Fig. 1: ports around the boundary
Drawn at 3 px/um. Pins as bars across the die edge, other pins in gray.
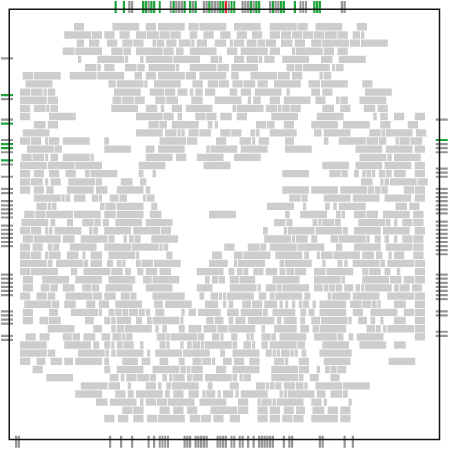
Fig. 2: metal layers overlaid
Drawn at 3 px/um. Only two layers are drawn.
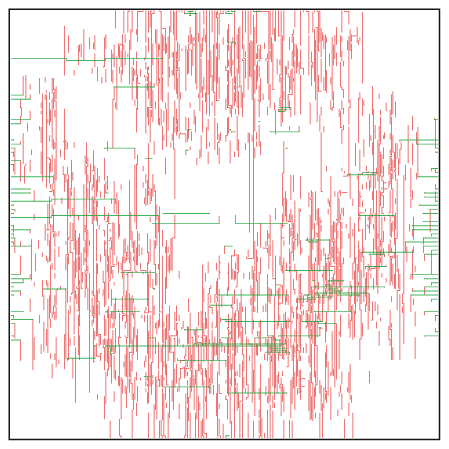
<file path="config.mk">
export PLATFORM = sky130hd
export DESIGN_NAME = fetch_ctrl
export DESIGN_NICKNAME = d
export VERILOG_FILES = /design/src/rtl/fetch_pkg.sv /design/src/rtl/fetch_skid_buf.sv /design/src/rtl/fetch_ctrl.sv
export SDC_FILE = /design/constraint.sdc
export NUM_CORES = 1
export LEC_CHECK = 0
export CORE_MARGIN = 3
export CORE_UTILIZATION = 47
export CTS_CLUSTER_DIAMETER = 50
export DETAILED_ROUTE_END_ITERATION = 12
export PLACE_DENSITY = 0.85
export SETUP_SLACK_MARGIN = 0.05
export SLEW_MARGIN = 10
export SYNTH_ARGS = -nofsm -noshare
export SYNTH_HDL_FRONTEND = slang
export SYNTH_SLANG_ARGS = --single-unit
</file>
<file path="constraint.sdc">
create_clock -name clk -period 8 [get_ports clk]
set_input_delay 2.4 -clock clk [delete_from_list [all_inputs] [get_ports clk]]
set_output_delay 2.4 -clock clk [all_outputs]
set_load 0.03 [all_outputs]
</file>
<file path="src/rtl/fetch_pkg.sv">
`default_nettype none
// ============================================================================
// Module      : fetch_pkg
// Description : Shared types and constants for the fetch sequencer.
// Revision    : 1.0 - initial release
// ============================================================================
package fetch_pkg;

    // Sequencer states
    typedef enum logic [1:0] {
        IDLE  = 2'd0,
        FETCH = 2'd1,
        WAIT  = 2'd2,
        DRAIN = 2'd3
    } fetch_state_e;

    // Canonical no-op (addi x0, x0, 0), parked in the output slot on a flush
    localparam logic [31:0] NOP_INSTR = 32'h0000_0013;

    // Byte distance between sequential instruction words
    localparam int unsigned PC_INC = 4;

endpackage : fetch_pkg
`default_nettype wire

</file>
<file path="src/rtl/fetch_skid_buf.sv">
`default_nettype none
// ============================================================================
// Module      : fetch_skid_buf
// Description : One-entry skid buffer for {instr, pc} pairs. Push and pop
//               may occur in the same cycle; flush empties it and wins over
//               any push.
// Revision    : 1.0 - initial release
// ============================================================================
module fetch_skid_buf #(
    parameter int XLEN = 32
) (
    input  logic            clk,
    input  logic            reset,
    input  logic            flush_i,
    input  logic            in_valid_i,
    output logic            in_ready_o,
    input  logic [XLEN-1:0] in_instr_i,
    input  logic [XLEN-1:0] in_pc_i,
    output logic            out_valid_o,
    input  logic            out_ready_i,
    output logic [XLEN-1:0] out_instr_o,
    output logic [XLEN-1:0] out_pc_o
);

    logic            full_q;
    logic [XLEN-1:0] instr_q;
    logic [XLEN-1:0] pc_q;
    logic            push;
    logic            pop;

    // A full entry can still accept a word if it is being drained this cycle
    assign in_ready_o = !full_q || out_ready_i;
    assign push       = in_valid_i && in_ready_o;
    assign pop        = full_q && out_ready_i;

    // Occupancy and payload storage
    always_ff @(posedge clk or posedge reset) begin
        if (reset) begin
            full_q  <= 1'b0;
            instr_q <= '0;
            pc_q    <= '0;
        end else if (flush_i) begin
            full_q  <= 1'b0;
        end else if (push) begin
            full_q  <= 1'b1;
            instr_q <= in_instr_i;
            pc_q    <= in_pc_i;
        end else if (pop) begin
            full_q  <= 1'b0;
        end
    end

    assign out_valid_o = full_q;
    assign out_instr_o = instr_q;
    assign out_pc_o    = pc_q;

endmodule : fetch_skid_buf
`default_nettype wire

</file>
<file path="src/rtl/fetch_ctrl.sv">
`default_nettype none
// ============================================================================
// Module      : fetch_ctrl
// Description : Fetch sequencer. Owns the PC, issues single-word requests to
//               instruction memory (req/ack, variable latency) and hands
//               {instr, pc} to decode through an output slot backed by a
//               one-entry skid buffer. Redirects flush wrong-path words,
//               including a request still in flight.
//               Optional: define FETCH_PERF_EN to add perf_fetched and
//               perf_bubbles counters.
// Revision    : 1.0 - initial release
// ============================================================================
module fetch_ctrl
    import fetch_pkg::*;
#(
    parameter int              XLEN     = 32,
    parameter logic [XLEN-1:0] RESET_PC = '0
) (
    input  logic            clk,
    input  logic            reset,
    output logic            imem_req,
    output logic [XLEN-1:0] imem_addr,
    input  logic            imem_ack,
    input  logic [XLEN-1:0] imem_rdata,
    output logic            id_valid,
    input  logic            id_ready,
    output logic [XLEN-1:0] id_instr,
    output logic [XLEN-1:0] id_pc,
    input  logic            redirect_valid,
    input  logic [XLEN-1:0] redirect_pc
`ifdef FETCH_PERF_EN
    ,
    output logic [31:0]     perf_fetched,
    output logic [31:0]     perf_bubbles
`endif
);

    fetch_state_e    state_q, state_d;
    logic [XLEN-1:0] pc_q, pc_d;
    logic            req_q, req_d;
    logic [XLEN-1:0] addr_q, addr_d;
    logic            slot_valid_q, slot_valid_d;
    logic [XLEN-1:0] slot_instr_q, slot_instr_d;
    logic [XLEN-1:0] slot_pc_q, slot_pc_d;

    logic            xfer;
    logic            capture;
    logic            to_slot;
    logic            skid_push;
    logic            skid_full_nxt;
    logic            skid_valid;
    logic            skid_in_ready;
    logic [XLEN-1:0] skid_instr;
    logic [XLEN-1:0] skid_pc;

    assign xfer = slot_valid_q && id_ready;

    fetch_skid_buf #(.XLEN(XLEN)) u_skid (
        .clk        (clk),
        .reset      (reset),
        .flush_i    (redirect_valid),
        .in_valid_i (skid_push),
        .in_ready_o (skid_in_ready),
        .in_instr_i (imem_rdata),
        .in_pc_i    (pc_q),
        .out_valid_o(skid_valid),
        .out_ready_i(xfer),
        .out_instr_o(skid_instr),
        .out_pc_o   (skid_pc)
    );

    // Next-state, PC, request and output-slot logic
    always_comb begin
        state_d       = state_q;
        pc_d          = pc_q;
        addr_d        = addr_q;
        slot_valid_d  = slot_valid_q;
        slot_instr_d  = slot_instr_q;
        slot_pc_d     = slot_pc_q;
        capture       = 1'b0;
        to_slot       = 1'b0;
        skid_push     = 1'b0;
        skid_full_nxt = skid_valid && !xfer;

        if (redirect_valid) begin
            // Wrong-path words are dropped; an unacked request must still
            // complete, so FETCH/DRAIN without ack park in DRAIN.
            pc_d         = redirect_pc & ~XLEN'(PC_INC - 1);
            slot_valid_d = 1'b0;
            slot_instr_d = XLEN'(NOP_INSTR);
            case (state_q)
                FETCH, DRAIN: state_d = imem_ack ? FETCH : DRAIN;
                default:      state_d = FETCH;
            endcase
        end else begin
            // The skid is older than any word arriving now, so it refills
            // the slot first.
            if (xfer && skid_valid) begin
                slot_valid_d = 1'b1;
                slot_instr_d = skid_instr;
                slot_pc_d    = skid_pc;
            end else if (xfer) begin
                slot_valid_d = 1'b0;
            end

            case (state_q)
                IDLE:  state_d = FETCH;
                FETCH: begin
                    if (imem_ack) begin
                        capture = 1'b1;
                        pc_d    = pc_q + XLEN'(PC_INC);
                        to_slot = !slot_valid_q || (xfer && !skid_valid);
                        if (to_slot) begin
                            slot_valid_d = 1'b1;
                            slot_instr_d = imem_rdata;
                            slot_pc_d    = pc_q;
                        end
                        skid_push     = !to_slot && skid_in_ready;
                        skid_full_nxt = (skid_valid && !xfer) || skid_push;
                        state_d       = skid_full_nxt ? WAIT : FETCH;
                    end
                end
                WAIT:    if (xfer) state_d = FETCH;
                DRAIN:   if (imem_ack) state_d = FETCH;
                default: state_d = IDLE;
            endcase
        end

        // A new request starts whenever FETCH is entered or the previous
        // one completed; otherwise the address holds.
        req_d = (state_d == FETCH) || (state_d == DRAIN);
        if ((state_d == FETCH) && ((state_q != FETCH) || imem_ack)) begin
            addr_d = pc_d;
        end
    end

    // State, PC, request and output-slot registers
    always_ff @(posedge clk or posedge reset) begin
        if (reset) begin
            state_q      <= IDLE;
            pc_q         <= RESET_PC;
            req_q        <= 1'b0;
            addr_q       <= RESET_PC;
            slot_valid_q <= 1'b0;
            slot_instr_q <= '0;
            slot_pc_q    <= '0;
        end else begin
            state_q      <= state_d;
            pc_q         <= pc_d;
            req_q        <= req_d;
            addr_q       <= addr_d;
            slot_valid_q <= slot_valid_d;
            slot_instr_q <= slot_instr_d;
            slot_pc_q    <= slot_pc_d;
        end
    end

    assign imem_req  = req_q;
    assign imem_addr = addr_q;
    assign id_valid  = slot_valid_q;
    assign id_instr  = slot_instr_q;
    assign id_pc     = slot_pc_q;

`ifdef FETCH_PERF_EN
    logic [31:0] perf_fetched_q;
    logic [31:0] perf_bubbles_q;

    // Delivered-instruction and empty-slot cycle counters, wrapping
    always_ff @(posedge clk or posedge reset) begin
        if (reset) begin
            perf_fetched_q <= '0;
            perf_bubbles_q <= '0;
        end else begin
            if (xfer)          perf_fetched_q <= perf_fetched_q + 32'd1;
            if (!slot_valid_q) perf_bubbles_q <= perf_bubbles_q + 32'd1;
        end
    end

    assign perf_fetched = perf_fetched_q;
    assign perf_bubbles = perf_bubbles_q;
`endif

endmodule : fetch_ctrl
`default_nettype wire

</file>
==> flow_summary_export.csv <==
group,metric,value,unit
status,result_of_the_run,"complete, no violations",
clock_tree,cts-root-to-sink-buffers,2,
route,wl_met1,9643,um
critical_path,timing.critical_path.from,"imem_ack",
pwr,p_seq_frac,0.456,
yosys,ys_seq_share,0.5563,
die,number_of_tapcells,229,
critical_path,timing.critical_path.max_delay_family,"buffers and inverters",
clock_tree,cts_hold_buf,0,
global_routing,total_grt_usage,0.2125,
pwr,combPwrFrac,0.240,
final_layout,clkCellAreaFrac,0.05398,
clock_tree,tritoncts,"built",
final_layout,num-nonclk-buffers,171,
critical_path,reg2reg_depth,4,
die,pin_count,167,
pwr,p_sw_frac,0.3092,
critical_path,path_cells,"clkdlybuf4s50_1 -> and3b_1 -> and4_2 -> buf_4 -> mux2_2",
pwr,p_int,0.001978,W
placed_design,dpl.hpwl,13870,um
pwr,irDropWorstVdd,0.1560,mV
timing,timing.final.ws_setup,3.317,ns
final_layout,dominant-cell-class,"sequential cells",
critical_path,timing.critical_path.from_type,"input port",
pwr,power-top-group,"sequential cells",
critical_path,destination_of_the_critical_timing_path,"u_skid.out_pc_o[27]",
critical_path,slowest_stage,"and4_2",
yosys,synthMuxAreaShare,0.1500,
critical_path,cp-end-kind,"flop",
final_layout,areaGrowthSynthToFinish,25.94,%
route,post_drt_via_cell_ratio,5.770,
placed_design,pre_cts_slack,2.869,ns
clock_tree,clk_root_buffer_cell,"clkbuf_16",
clock_tree,postCtsSetupBuffers,0,
timing,holdWs,0.4884,ns
route,routed-via-count,6508,
yosys,topCellsByArea,"dfrtp_1, mux2_2, mux2i_1",
pwr,p_seq,0.00131,W
timing,timing.fmax,213.6,MHz
## Picture notes: Fig. 1
green -> `imem_rdata`  # pins 32, direction input, edge 26 top, 5 left, 1 right
red -> `id_ready`  # pins 1, direction input, edge top
all pins by edge = 53 top, 42 bottom, 37 left, 35 right

## Picture notes: Fig. 2
red -> M2  # wire length 10,400 um
green -> M3  # wire length 1,010 um

## placed cells by master, fill, tap and decap left out, drive strengths merged, types with 4 or more instances in the layout
master | Yosys | layout
xnor2 | 13 | 13
dfrtp | 196 | 196
nor3 | 4 | 4
mux2i | 35 | 35
a21oi | 41 | 41
clkbuf | 18 | 19
o22ai | 34 | 34
mux2 | 86 | 86
nand4 | 11 | 11
nor2 | 79 | 79
a21o | 8 | 8
a211oi | 29 | 29
o21ai | 19 | 19
nand2 | 43 | 43
and3 | 8 | 8
a22o | 7 | 7
xor2 | 11 | 11
nor4 | 6 | 6
buf | 34 | 8
inv | 7 | 12
and4 | 6 | 6
nor2b | 5 | 5
and2 | 5 | 5
clkdlybuf4s50 | 0 | 163
clkinv | 0 | 4
nand3 | 14 | 14
Power figures rest on the tool's default switching activity, not on a simulated workload.
